Cells coloured by class:
Fill, decap, tap and diode cells in grey.
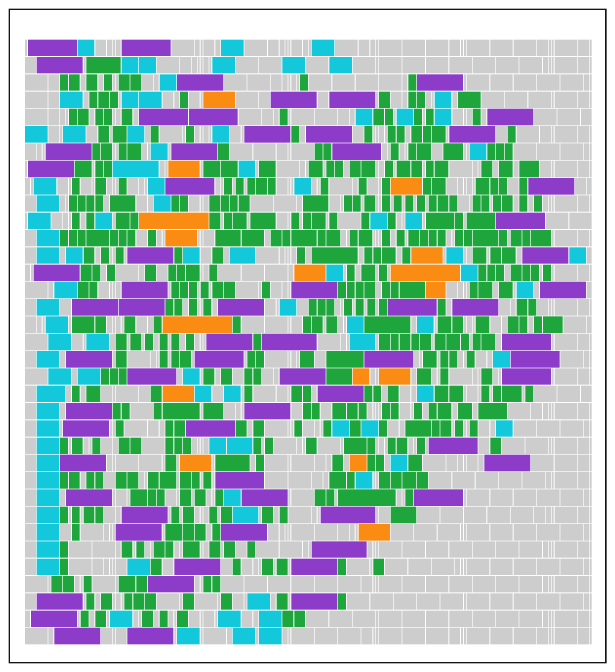
Signal metal coverage by tile:
Bar = 20 µm. The die is cut into 19 by 21 equal tiles; dark blue is low, red is high, scaled to the fullest tile. Values are wire area over tile area, all layers added.
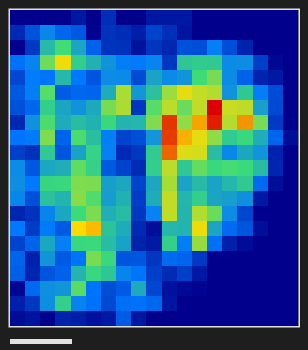
Clock routing:
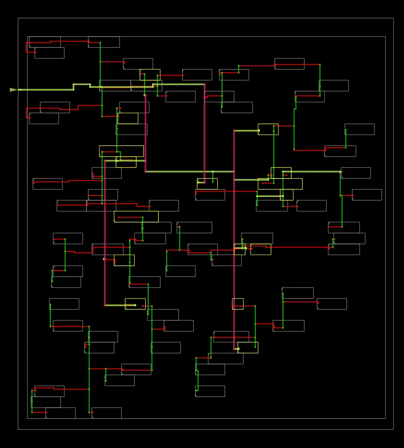
[src/rtl/seqdet_stepper.sv]
// seqdet_stepper: paces a programmed bit pattern into the 0110 detector and counts its hits
module seqdet_stepper #(
  parameter int DIV = 20000000,
  parameter int CNT_W = 8
) (
  input  logic             clk,
  input  logic             rst,
  input  logic             start,
  input  logic             mode,
  input  logic             step,
  input  logic [15:0]      pat,
  input  logic [3:0]       len,
  input  logic             y,
  output logic             x,
  output logic             step_en,
  output logic             busy,
  output logic             done,
  output logic [CNT_W-1:0] hits,
  output logic [3:0]       bit_idx
);
  localparam int PW = DIV > 1 ? $clog2(DIV) : 1;
  typedef enum logic [2:0] {IDLE, WAIT, DRIVE, SAMPLE, FINISH} state_t;
  state_t      state;
  logic [PW-1:0] pre;
  logic        step_q, mode_q;
  logic [15:0] pat_q;
  logic [3:0]  len_q;
  always_ff @(posedge clk) begin
    if (rst) begin
      state   <= IDLE;
      x       <= 1'b1;
      step_en <= 1'b0;
      busy    <= 1'b0;
      done    <= 1'b0;
      hits    <= '0;
      bit_idx <= '0;
      pre     <= '0;
      step_q  <= 1'b0;
      mode_q  <= 1'b0;
      pat_q   <= '0;
      len_q   <= '0;
    end else begin
      step_q  <= step;
      step_en <= 1'b0;
      done    <= 1'b0;
      case (state)
        IDLE: if (start) begin
          pat_q   <= pat;
          len_q   <= len;
          mode_q  <= mode;
          hits    <= '0;
          bit_idx <= '0;
          pre     <= '0;
          x       <= pat[0];
          busy    <= 1'b1;
          state   <= WAIT;
        end
        WAIT: if (!mode_q) begin
          if (pre == PW'(DIV - 1)) begin
            pre     <= '0;
            step_en <= 1'b1;
            state   <= DRIVE;
          end else begin
            pre <= pre + 1'b1;
          end
        end else if (step && !step_q) begin
          step_en <= 1'b1;
          state   <= DRIVE;
        end
        DRIVE: state <= SAMPLE;
        SAMPLE: begin
          if (!y && hits != {CNT_W{1'b1}}) hits <= hits + 1'b1;
          if (bit_idx == len_q) begin
            done  <= 1'b1;
            busy  <= 1'b0;
            x     <= 1'b1;
            state <= FINISH;
          end else begin
            bit_idx <= bit_idx + 4'd1;
            x       <= pat_q[bit_idx + 4'd1];
            state   <= WAIT;
          end
        end
        FINISH: state <= IDLE;
        default: state <= IDLE;
      endcase
    end
  end
endmodule

[config.mk]
export PLATFORM = sky130hd
export DESIGN_NAME = seqdet_stepper
export DESIGN_NICKNAME = d
export VERILOG_FILES = /design/src/rtl/seqdet_stepper.sv
export SDC_FILE = /design/constraint.sdc
export NUM_CORES = 1
export LEC_CHECK = 0
export ABC_AREA = 1
export CAP_MARGIN = 20
export CORE_ASPECT_RATIO = 1.1
export CORE_MARGIN = 2
export CORE_UTILIZATION = 39
export CTS_CLUSTER_DIAMETER = 150
export DETAILED_ROUTE_END_ITERATION = 8
export PLACE_DENSITY = 0.64
export SYNTH_ARGS = -nofsm -noshare
export SYNTH_HDL_FRONTEND = slang
export SYNTH_SLANG_ARGS = --single-unit
[constraint.sdc]
create_clock -name clk -period 1.5 [get_ports clk]
set_input_delay 0.15 -clock clk [delete_from_list [all_inputs] [get_ports clk]]
set_output_delay 0.15 -clock clk [all_outputs]
set_load 0.005 [all_outputs]
==> out/summary.log <==
qor: pwr.combPwrFrac 25.2%
qor: logic_synthesis.synth.mux.area_fraction 0%
qor: final_timing.clock_period_minus_worst_slack 1.46 ns
qor: final_timing.slew_at_the_pin_with_the_worst_max_slew_slack 0.300 ns
qor: setup_path.crit_path_top_delay_cell sky130_fd_sc_hd__dfxtp_1
qor: logic_synthesis.synthDistinctLibCells 40
qor: drt.detailroute.wirelength.met3 346 µm
qor: placement.routabilityCongestion 0.954
qor: pwr.top_power_group sequential cells
qor: global_routing.grt_use_met3 3.80%
qor: logic_synthesis.synth-seq-area-share 38.4%
qor: logic_synthesis.ys_sh_adder 1.09%
qor: final_layout.insertedDiodeCount 0
qor: final_layout.filler_cells_inserted 822
qor: final_layout.fin_cells 719
qor: logic_synthesis.synth.most_common_cell sky130_fd_sc_hd__nand2_1
qor: placement.buffer_ports.inserted 41
qor: final_layout.most-common-layout-cells sky130_fd_sc_hd__nand2_1, sky130_fd_sc_hd__nor2_1, sky130_fd_sc_hd__inv_1
qor: clock_network.worstSkewPairLatency 0.36 ns
qor: drt.detailroute.wirelength.met2 4.36 mm
qor: floorplan.floorplan.io_pins 42
qor: global_routing.grt_pass1_vias 3412
qor: global_routing.grt_pass1_wl 14.9 mm
qor: status.run_status complete, no violations
qor: floorplan.fp-row-count 35
qor: clock_network.cts.path.max_buffers 2
qor: final_layout.bufAreaShareNonClock 16.8%
qor: final_layout.area.share.combinational 40.8%
qor: pwr.power.ir.vdd_worst 495 µV
qor: pwr.power.sequential.fraction 37.9%
qor: global_routing.top_usage_layer met2
qor: floorplan.floorplan.core_area 8500 µm²
qor: logic_synthesis.postSynthNetCount 548
qor: drt.drt-vias-per-instance 4.95
qor: clock_network.post_cts_resize_count 6
qor: placement.dpl_worst_slack -0.118 ns
qor: pwr.internal_power 3600 µW
qor: setup_path.worst-path-stages 9
qor: pwr.total_switching_power 1560 µW
qor: logic_synthesis.post_synth_most_frequent_cells sky130_fd_sc_hd__nand2_1, sky130_fd_sc_hd__nor2_1, sky130_fd_sc_hd__dfxtp_1, sky130_fd_sc_hd__inv_1, sky130_fd_sc_hd__a21oi_1
qor: final_layout.num-nonclk-inverters 68
qor: setup_path.cpMostUsedCell sky130_fd_sc_hd__nand2_4
qor: drt.number_of_drc_markers_in_iteration_0 108
qor: final_timing.timing.final.max_slew_violations 0
qor: final_timing.finalHoldViolCount 0
qor: logic_synthesis.yosys-top-cells-area sky130_fd_sc_hd__dfxtp_1, sky130_fd_sc_hd__nand2_1, sky130_fd_sc_hd__nor2_1
qor: drt.wl 8.98 mm
qor: hold_path.holdCritStartpoint step
qor: final_timing.grt_setup_unrepaired yes
qor: job.max_cap_viol_count 0
qor: clock_network.post_cts_repair_setup_buffers 1
qor: pwr.power_attributed_to_sequential_cells 1950 µW
qor: logic_synthesis.synth.ff_latch_count 66
qor: placement.placement.cell_area 4230 µm²
qor: logic_synthesis.syn_avg_cell_area 6.63 µm²
qor: setup_path.setup.worst_path.class flip-flop to flip-flop
qor: floorplan.die-width 93.6 µm
qor: clock_network.cts_sinks 66
qor: final_layout.area_taken_by_flip_flops_and_latches 1360 µm²
qor: setup_path.cpPeakStageDelay 0.38 ns
qor: logic_synthesis.post_syn_area 3440 µm²
qor: final_timing.fmax 684 MHz
qor: final_layout.lay_top_count sky130_fd_sc_hd__nand2_1
qor: final_layout.drive_above_1_share 23.0%
qor: floorplan.chipArea 9590 µm²
qor: global_routing.grt_use_met1 23.3%
qor: logic_synthesis.cell_count_after_synthesis 519
qor: setup_path.crit_path_start_kind flip-flop
qor: drt.met1_wire_length 4.11 mm
qor: global_routing.gr-total-overflow 0
qor: setup_path.timing.critical_path.to_type flip-flop
qor: clock_network.h-tree-depth 3
qor: global_routing.groute.layer.met2.usage 33.2%
qor: final_timing.worst_hold_slack 0.338 ns
qor: drt.routed.top_layer met4
qor: pwr.post-layout-total-power 5150 µW
qor: logic_synthesis.ys_sh_simple 35.7%
qor: final_layout.synthToLayoutAreaGrowth 37.1%
qor: pwr.power.switching_fraction 30.2%
qor: global_routing.antenna_found_initial 0
qor: logic_synthesis.synth_top_cell_by_area sky130_fd_sc_hd__dfxtp_1
qor: floorplan.die-height 103 µm
qor: final_timing.timing.final.crit_share 97.5%
qor: setup_path.crit_start pre[7]$_SDFFE_PP0P_
-- 'cells coloured by class' (at the start) --
Key: purple = sequential cells [cells 66, share of their area 30%]; green = combinational and other logic [cells 438, share of their area 48%]; cyan = remaining buffers and delay cells [cells 88, share of their area 17%]; orange = clock drivers and dummy loads [cells 16, share of their area 5.5%]

-- 'signal metal coverage by tile' (at the start) --
The mean over all tiles is 0.15. The emptiest ninth of the die: lower right. 14% of the tiles are over half the peak. The fullest tile reaches 0.57. The densest ninth of the die: centre. 21% of the tiles are nearly empty.
routed wire length per instance: 12.5 µm
Global Route Usage Sum: 19.2%

-- 'clock routing' (at the start) --
clock tree buffer count of the final layout: 10
Clock Skews: 0.00947 ns

[worst reg2reg max path: cells and delay by family, from the launching register on]
family / cells / cell delay, ns
flip-flops: 1 / 0.38
AND/OR/NAND/NOR: 9 / 0.99
[flip-flops by register name, indices dropped and copies added (netlist names), 3 cells and up]
signal,flops
pre,25
pat_q,16
hits,8
bit_idx,4
len_q,4
state,3
[final timing paths]
| kind | endpoint | slack (ns) |
|---|---|---|
| setup / recovery | pre[10]$_SDFFE_PP0P_ | 0.04 |
| hold / removal | step_q$_SDFF_PP0_ | 0.34 |
| setup reg to reg | pre[10]$_SDFFE_PP0P_ | 0.04 |
| hold reg to reg | pat_q[4]$_SDFFE_PP0P_ | 0.45 |
[kinds of logic after synthesis]
family	Yosys count
buf+inv	84
compound gates	80
fa+ha+maj	3
xor+xnor	7
simple gates	279
flops	66
No activity file was given, so power comes from the tool's default toggle rates.
